==> config.mk <==
export PLATFORM = sky130hd
export DESIGN_NAME = pc_ctrl
export DESIGN_NICKNAME = d
export VERILOG_FILES = /design/src/rtl/pc_ctrl.sv
export SDC_FILE = /design/constraint.sdc
export NUM_CORES = 1
export LEC_CHECK = 0
export CORE_MARGIN = 2
export CORE_UTILIZATION = 37
export CTS_CLUSTER_DIAMETER = 150
export DETAILED_ROUTE_END_ITERATION = 16
export PLACE_DENSITY_LB_ADDON = 0.15
export SETUP_SLACK_MARGIN = 0.15
export SLEW_MARGIN = 20
export SYNTH_ARGS = -nofsm -noshare
export SYNTH_HDL_FRONTEND = slang
export SYNTH_SLANG_ARGS = --single-unit
==> constraint.sdc <==
create_clock -name clk -period 2.8 [get_ports clk]
set_input_delay 0.56 -clock clk [delete_from_list [all_inputs] [get_ports clk]]
set_output_delay 0.56 -clock clk [all_outputs]
set_load 0.01 [all_outputs]
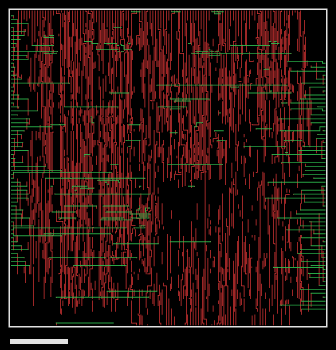
Fig. 1. Signal wires by layer.
The bar under the picture is 20 um long. Only two layers are drawn.
green -> met3  # wire length 1490 um
red -> met2  # wire length 9730 um
routed wire length: 19400 um
post-DR wirelength/cell: 18.1 um
GRT Overall Usage: 29.3%

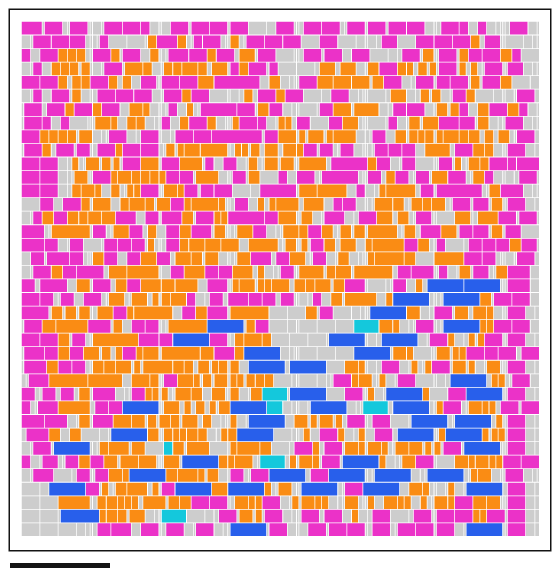
Fig. 2. Placement by cell class.
The bar under the picture is 20 um long. Fill, decap, tap and diode cells in grey.
magenta -> other buffers and delay cells  # cells 390
cyan -> clock drivers and dummy loads  # cells 7
blue -> flip-flops  # cells 47
orange -> all other logic  # cells 486
Floorplan Core Area: 10700 um^2
cell row count: 38
fraction of area in registers: 11.7%

==> design notes <==
The run finished with clean final reports. After synthesis the cells add up to 4030 um^2. The tools report the category of the worst setup path capture point as a primary output. On the reported timing paths, the clock transition at the registers reads 0.09 ns. In the setup report, the worst path falls into the class in2out. Endpoints failing hold in the final report were tallied at 0. Setup repair after global routing could not meet its margin everywhere. The net switching power of the design came out at 777 uW.

Synthesis instantiated 67 different standard cells from the library. Per the area breakdown, the dominant cell category is buffers. The worst slack at placement is -0.703 ns.

The leakage power in the latest report is 0.00350 uW. Family with the most delay on the worst path: simple AND/OR/NAND/NOR gates. Per the gpl log, the routability congestion estimate is 0.889. The met3 layer usage reported by global route came out at 5.12%.

The HPWL after detailed placement is 14100 um. In the log, the iteration count for the first detailed-route pass is 5. Registers are responsible for 31.0% of the overall power. For this run, combinational gates with multiple inputs come to 477. Per the run summary, max-cap violations total 0.

Looking at the post-CTS report, the setup buffer insertion count equals 11. Looking at the clock tree report, the root buffer type is sky130_fd_sc_hd__clkbuf_8. The worst hold path belongs to the class reg2reg. According to the floorplan report, the die height is 108 um. Power group with the highest consumption: combinational logic. The run gives 272 as the number of ports placed on the die boundary. Total clock network power: 393 uW. The run gives 64.7% for the tightest slew margin relative to the limit. Per the OpenROAD floorplan log, the width of the die is 108 um. As reported, the later end of the worst-skew pair has a clock insertion delay of 0.30 ns.

The tools report the fill cell total of the finished layout as 826. After layout, the worst path uses 94.5% of the clock period. The top cell type by area accounts for 23.3% of the synthesized area. Per the OpenROAD timing report, the critical path contains 9 cells. The report puts the cell count of the worst reg-to-reg path at 6. The layout has 5 clock buffers. Of the total synthesized cell area, the portion taken by AND-OR and OR-AND cells is 30.4%. The via count of the first global-routing pass was 5553. The post-route utilization of the core is recorded as 75.3%.

Summing all multi-input logic gate instances after layout gives 3210 um^2. Summing all flip-flop and latch instances after layout gives 942 um^2. In the final run the clock tree shows a worst skew of 0.0121 ns. For the post-detailed-route count of antenna-violating nets, the log shows 0. The logic share of the area is 39.7%. The routed design uses 9730 um of met2 wire. The fraction of final cell area spent on clock buffers and inverters in this run is 1.02%.

The highest metal layer with signal wires was met4. In this run, the synthesized area fraction spent on xor and xnor cells is recorded as 5.87%. The library cell with the highest instance count after synthesis is sky130_fd_sc_hd__nand2_1. The clock H-tree reported by CTS has 2 levels.

STA classifies the critical path startpoint as a primary input. Global routing consumed, on the met2 layer, 51.6% of the routing resources. After global routing, the most crowded layer is met2. In the per-layer summary, the met1 wirelength comes to 7650 um.

In the Yosys report, the sequential cells make up 23.3% of the chip area. For the warning count from the yosys run, the log shows 0. On the critical path, the stage with the largest delay is an instance of sky130_fd_sc_hd__or4_4.

Detailed-route iteration 0 reported a violation count of 470. Counting flops with a built-in enable in the synthesized netlist gives 0. The run gives 378 MHz for the upper clock frequency limit. With the initial antenna violation count at 0, the count of placed standard cells in the final layout, fillers left out is 1071. The run gives 1033 for the total placed cells including tap cells.

Number of flip-flops in the largest register: 32. Looking at the power breakdown, the clock network takes 17.1% of the total. The power in sequential cells is 715 uW. For reference, the top cells by count after synthesis are sky130_fd_sc_hd__nand2_1, sky130_fd_sc_hd__dfxtp_1, sky130_fd_sc_hd__o21ai_0.

Combinational cells consume a total of 1200 uW. The number of cells upsized or downsized after cts is 260, and the area added between synthesis and finish is 101%. The post-synthesis cell count from yosys was 573.

With the count of final max-slew check failures at 0, the post-detailed-route via-to-cell ratio is 5.41. The main area contributors are sky130_fd_sc_hd__dfxtp_1, sky130_fd_sc_hd__nand2_1, sky130_fd_sc_hd__a21boi_0, sky130_fd_sc_hd__o21ai_0, sky130_fd_sc_hd__and2_1. The stage delay of the slowest cell on the critical path came out at 0.56 ns.

With the number of buffers other than clock buffers in the final layout at 390, the chip area in the Yosys report is 4030 um^2. The routed wire length on met3 is 1490 um. Synthesis produced 573 cells. After detailed placement, the total cell area comes to 7460 um^2. In the final timing run, aggregate negative setup slack is 0 ns.

Counting both buffers and inverters, the worst setup path holds a total of 3. The critical path endpoint has a required time of 2.24 ns. The slack of the worst reg-to-reg path was 0.69 ns. Tap insertion was completed with 140 tapcells.

With the synthesized area divided by synthesized cell count at 7.04 um^2, the layout buffering overhead excluding clock cells is 45.0%. Of the post-synthesis cell area, the part taken by muxes is 0.993%. In this run, CTS created clock tree buffers numbering 5.

The global routing report lists met1 layer usage as 35.8%. In the layout the commonest cells are sky130_fd_sc_hd__clkdlybuf4s50_1, sky130_fd_sc_hd__buf_4, sky130_fd_sc_hd__nand2_1. The inverter count is 9, and the ratio of cells with drive above 1 in the final layout is 26.2%. Total power divided by cell area: 285 nW/um^2. With the number of nets at floorplan at 745, the number of buffers inserted by port buffering is 269.

The most frequent logic cell in the layout is sky130_fd_sc_hd__clkdlybuf4s50_1. The final timing report derives a shortest allowable period of 2.65 ns. The number of diodes added for antenna fixing was 1; the internal cell power was 1530 uW.

Hold timing on the final database bottoms out at a slack of 0.457 ns. There are 47 flip-flops and latches. The signal on the critical path passes through buf_8 > ha_4 > nand2_4 > or4_4 > buf_6 > nor3_4 > o21ai_2 > a21oi_1 > buf_2. For reference, the top logic cell family by area is simple AND/OR/NAND/NOR gates.

Along the worst hold path, the cell count comes to 2. The CTS sink count is 47, and the flop and latch count out of synthesis is 47. The core utilization before placement is 37.5%, and the via total after detailed routing is 5793.
Power figures rest on the tool's default switching activity, not on a simulated workload.
